[config.mk]
export PLATFORM = sky130hd
export DESIGN_NAME = up_printer_bridge
export DESIGN_NICKNAME = d
export VERILOG_FILES = /design/src/rtl/up_printer_bridge.sv
export SDC_FILE = /design/constraint.sdc
export NUM_CORES = 1
export LEC_CHECK = 0
export ABC_AREA = 1
export ABC_CLOCK_PERIOD_IN_PS = 2100
export CAP_MARGIN = 20
export CORE_ASPECT_RATIO = 0.7
export CORE_UTILIZATION = 56
export CTS_BUF_LIST = sky130_fd_sc_hd__clkbuf_8
export CTS_CLUSTER_DIAMETER = 200
export DETAILED_ROUTE_END_ITERATION = 10
export PLACE_DENSITY = 0.83
export SETUP_SLACK_MARGIN = 0.4
export SLEW_MARGIN = 5
export SYNTH_ARGS = -nofsm -noshare
export SYNTH_HDL_FRONTEND = slang
export SYNTH_SLANG_ARGS = --single-unit
[constraint.sdc]
create_clock -name clk -period 2.1 [get_ports clk]
set_input_delay 0.42 -clock clk [delete_from_list [all_inputs] [get_ports clk]]
set_output_delay 0.42 -clock clk [all_outputs]
set_load 0.05 [all_outputs]
[src/rtl/up_printer_bridge.sv]
// Parallel-port (XT5) receiver: captures CPU words on STROBE, buffers the low byte
// in a FIFO and replays it to a Centronics printer with a timed strobe/ACK handshake.
module up_printer_bridge #(
    parameter int DEPTH     = 4,
    parameter int SETUP     = 2,
    parameter int STB_WIDTH = 4,
    parameter int HOLD      = 2
) (
    input  logic        clk,
    input  logic        rst,
    input  logic [15:0] up_data,
    input  logic        up_strobe,
    input  logic        prn_busy,
    input  logic        prn_nack,
    output logic [7:0]  prn_data,
    output logic        prn_nstrobe,
    output logic [15:0] up_status
);
    localparam int AW = $clog2(DEPTH);

    typedef enum logic [2:0] {
        ST_IDLE,
        ST_SETUP,
        ST_PULSE,
        ST_HOLD,
        ST_WAIT_ACK
    } state_t;

    state_t      state;
    logic [7:0]  cnt;
    logic        ack_seen;

    logic        strobe_s1, strobe_s2, strobe_s3;
    logic        busy_s1, busy_s2;
    logic        nack_s1, nack_s2, nack_s3;
    logic        wr;

    logic [7:0]  mem [DEPTH];
    logic [AW:0] wptr, rptr, wptr_nx, rptr_nx;
    logic        full, empty, ovf;
    logic        enq, deq, drop, ctrl;
    logic        unused_bits;

    assign unused_bits = ^up_data[14:8];

    // Synchronizers reset to the lines' idle levels; wr is a registered rising edge of STROBE.
    always_ff @(posedge clk or posedge rst) begin
        if (rst) begin
            strobe_s1 <= 1'b0;
            strobe_s2 <= 1'b0;
            strobe_s3 <= 1'b0;
            busy_s1   <= 1'b0;
            busy_s2   <= 1'b0;
            nack_s1   <= 1'b1;
            nack_s2   <= 1'b1;
            nack_s3   <= 1'b1;
            wr        <= 1'b0;
        end else begin
            strobe_s1 <= up_strobe;
            strobe_s2 <= strobe_s1;
            strobe_s3 <= strobe_s2;
            busy_s1   <= prn_busy;
            busy_s2   <= busy_s1;
            nack_s1   <= prn_nack;
            nack_s2   <= nack_s1;
            nack_s3   <= nack_s2;
            wr        <= strobe_s2 & ~strobe_s3;
        end
    end

    // A dequeue in the same cycle frees a slot, so a write into a full FIFO still lands.
    always_comb begin
        deq     = (state == ST_IDLE) && !empty && !busy_s2;
        ctrl    = wr && up_data[15];
        enq     = wr && !up_data[15] && (!full || deq);
        drop    = wr && !up_data[15] && full && !deq;
        wptr_nx = enq ? wptr + 1'b1 : wptr;
        rptr_nx = deq ? rptr + 1'b1 : rptr;
    end

    always_ff @(posedge clk or posedge rst) begin
        if (rst) begin
            wptr  <= '0;
            rptr  <= '0;
            full  <= 1'b0;
            empty <= 1'b1;
            ovf   <= 1'b0;
        end else begin
            wptr  <= wptr_nx;
            rptr  <= rptr_nx;
            full  <= (wptr_nx[AW] != rptr_nx[AW]) && (wptr_nx[AW-1:0] == rptr_nx[AW-1:0]);
            empty <= (wptr_nx == rptr_nx);
            if (ctrl)
                ovf <= 1'b0;
            else if (drop)
                ovf <= 1'b1;
        end
    end

    always_ff @(posedge clk) begin
        if (enq)
            mem[wptr[AW-1:0]] <= up_data[7:0];
    end

    // Printer handshake; prn_data is loaded only on the IDLE->SETUP transition.
    always_ff @(posedge clk or posedge rst) begin
        if (rst) begin
            state       <= ST_IDLE;
            cnt         <= '0;
            ack_seen    <= 1'b0;
            prn_data    <= 8'h00;
            prn_nstrobe <= 1'b1;
        end else begin
            case (state)
                ST_IDLE: begin
                    if (deq) begin
                        prn_data <= mem[rptr[AW-1:0]];
                        cnt      <= 8'(SETUP - 1);
                        state    <= ST_SETUP;
                    end
                end
                ST_SETUP: begin
                    if (cnt == 8'd0) begin
                        prn_nstrobe <= 1'b0;
                        cnt         <= 8'(STB_WIDTH - 1);
                        state       <= ST_PULSE;
                    end else begin
                        cnt <= cnt - 8'd1;
                    end
                end
                ST_PULSE: begin
                    if (cnt == 8'd0) begin
                        prn_nstrobe <= 1'b1;
                        cnt         <= 8'(HOLD - 1);
                        state       <= ST_HOLD;
                    end else begin
                        cnt <= cnt - 8'd1;
                    end
                end
                ST_HOLD: begin
                    if (cnt == 8'd0) begin
                        ack_seen <= 1'b0;
                        state    <= ST_WAIT_ACK;
                    end else begin
                        cnt <= cnt - 8'd1;
                    end
                end
                ST_WAIT_ACK: begin
                    if (!ack_seen) begin
                        if (nack_s3 && !nack_s2)
                            ack_seen <= 1'b1;
                    end else if (nack_s2 && !busy_s2) begin
                        state <= ST_IDLE;
                    end
                end
                default: state <= ST_IDLE;
            endcase
        end
    end

    assign up_status = {12'h000, ovf, busy_s2, empty, full};

endmodule

==> results.sh <==
# physical design summary
export IMPL_status="complete, no violations"
export IMPL_max_slew_margin_pct=65.7
export IMPL_synth_flops=71
export IMPL_critPathArrivalTime_ps=1220
export IMPL_ant_nets=0
export IMPL_critical_path_startpoint_type="flop"
export IMPL_dp_cells=417
export IMPL_clk_pin_slew_ps=70
export IMPL_p_seq_share_pct=38.5
export IMPL_min_period_ps=1640
export IMPL_rows=22
export IMPL_worst_slew_pin_slew_ps=516
export IMPL_skew_ps=9.53
export IMPL_crit_chain="dlygate4sd2_1"
export IMPL_wl_met1_mm=2.77
export IMPL_holdWs_ps=355
export IMPL_critPathMaxFanout=2
export IMPL_fmax_ghz=0.609
export IMPL_fillCellCount=409
export IMPL_warnings=38
export IMPL_topCellsByArea="edfxtp_1, dfrtp_1, nand2_1"
export IMPL_regArea_um2=1950
export IMPL_common_cells="nand2_1, nor2_1, dfrtp_1, inv_1, edfxtp_1"
export IMPL_fin_setup_tns_ps=0
export IMPL_logic_gates=205
export IMPL_p_clk_share_pct=16.5
export IMPL_final_area_um2=3730
export IMPL_synth_warnings=0
export IMPL_ys_seq_share_pct=59.6
export IMPL_adder_share_pct=2.69
export IMPL_pre_cts_slack_ps=240
export IMPL_comb_power_mw=2.38
export IMPL_worstReg2RegStart="state[1]$_DFFE_PP0P_"
export IMPL_fin_cells=436
export IMPL_num_tap_cells=72
export IMPL_area_growth_pct=14.5
export IMPL_h_tree_depth=3
export IMPL_r2r_slack_ps=470
export IMPL_netSwitchingFraction_pct=44.6
export IMPL_mi_logic_area_um2=1090
export IMPL_drc=0
export IMPL_worstSetupPathDepth=1
export IMPL_pwr_group_clock_mw=0.878
export IMPL_met3_length_um=346
export IMPL_yosys_stat_cells=323
export IMPL_fp_utilization_pct=60.2
export IMPL_yosysMostFrequentCell="nand2_1"
export IMPL_edf_count=32
export IMPL_clockRootBuffer="clkbuf_8"
export IMPL_wl_met2_mm=2.84
export IMPL_setup_viol=0
export IMPL_use_met3_pct=7.13
export IMPL_r2r_end="mem[1][0]$_DFFE_PP_"
export IMPL_drtIter0Drc=139
export IMPL_final_clk_cell_share_pct=4.16
export IMPL_endpoint_kind="output pin"
export IMPL_antenna_found_initial=0
export IMPL_flops=71
export IMPL_period_used_pct=78.2
export IMPL_dpl_hpwl_mm=4.25
export IMPL_nNonClkBuffers=35
export IMPL_power_density_nw_per_um2=1420
export IMPL_layout_nets=387
export IMPL_synth_largest_area_cell="edfxtp_1"
export IMPL_seq_area_share_pct=52.1
export IMPL_cts_resized=12
export IMPL_cts_buffers=9
export IMPL_ff_type="dfrtp_1"
export IMPL_final_util_pct=68.9
export IMPL_top_usage_layer="met2"
export IMPL_hold_viol=0
export IMPL_gr_total_overflow=0
export IMPL_layout_top_cell="nand2_1"
export IMPL_ys_sh_xor_pct=0.537
export IMPL_highest_layer="met4"
export IMPL_yosysChipArea_um2=3260
export IMPL_p_leak_nw=1.70
export IMPL_cts_setup_buffers=0
export IMPL_endpoint="up_status[3]"
export IMPL_netlist_logic_family_top="simple AND/OR/NAND/NOR gates"
export IMPL_min_delay_start="busy_s1$_DFF_PP0_"
export IMPL_p_sw_mw=2.36
export IMPL_drtPass1Iterations=5
export IMPL_min_path_cells=0
export IMPL_syn_inst=323
export IMPL_tritoncts="yes"
export IMPL_final_cell_mix="nand2_1, nor2_1, edfxtp_1"
export IMPL_gp_congestion=0.818
export IMPL_synth_distinct_cells=37
export IMPL_ctsHoldBuffers=0
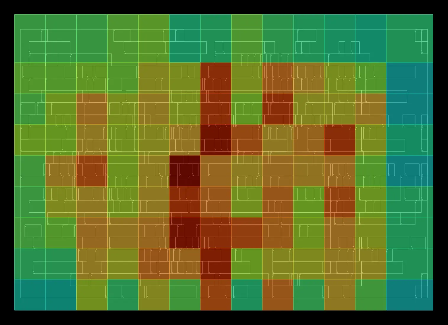
Fig. 1. Congestion heat map.
drt wl/cell: 14.0 um
GR Util All Layers: 23.1%
met2 Usage GRT: 37.6%

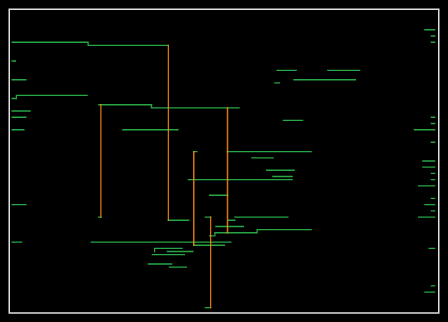
Fig. 2. Routed metal, one colour a layer.
Two of the layers only.
met4: marked orange, wire length 130 um. met3: marked green, wire length 347 um.
final wirelength: 6.08 mm
via count: 2,267

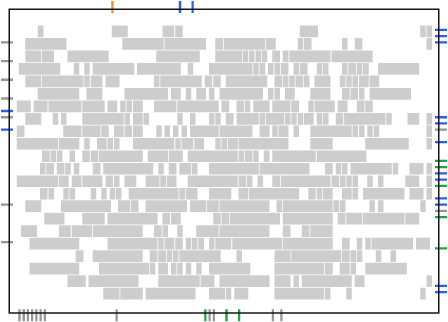
Fig. 3. I/O pins on the die edge.
Pins as bars across the die edge, other pins in grey.
`prn_nack`: marked orange, pins 1, direction input, edge top. `prn_data`: marked green, pins 8, direction output, edge 5 right, 3 bottom. `up_status`: marked blue, pins 16, direction output, edge 12 right, 2 left, 2 top.
All pins by edge: 19 right, 15 bottom, 9 left, 3 top.
die width: 93.2 um
Die Y: 65.9 um
IO Port Bufs: 26

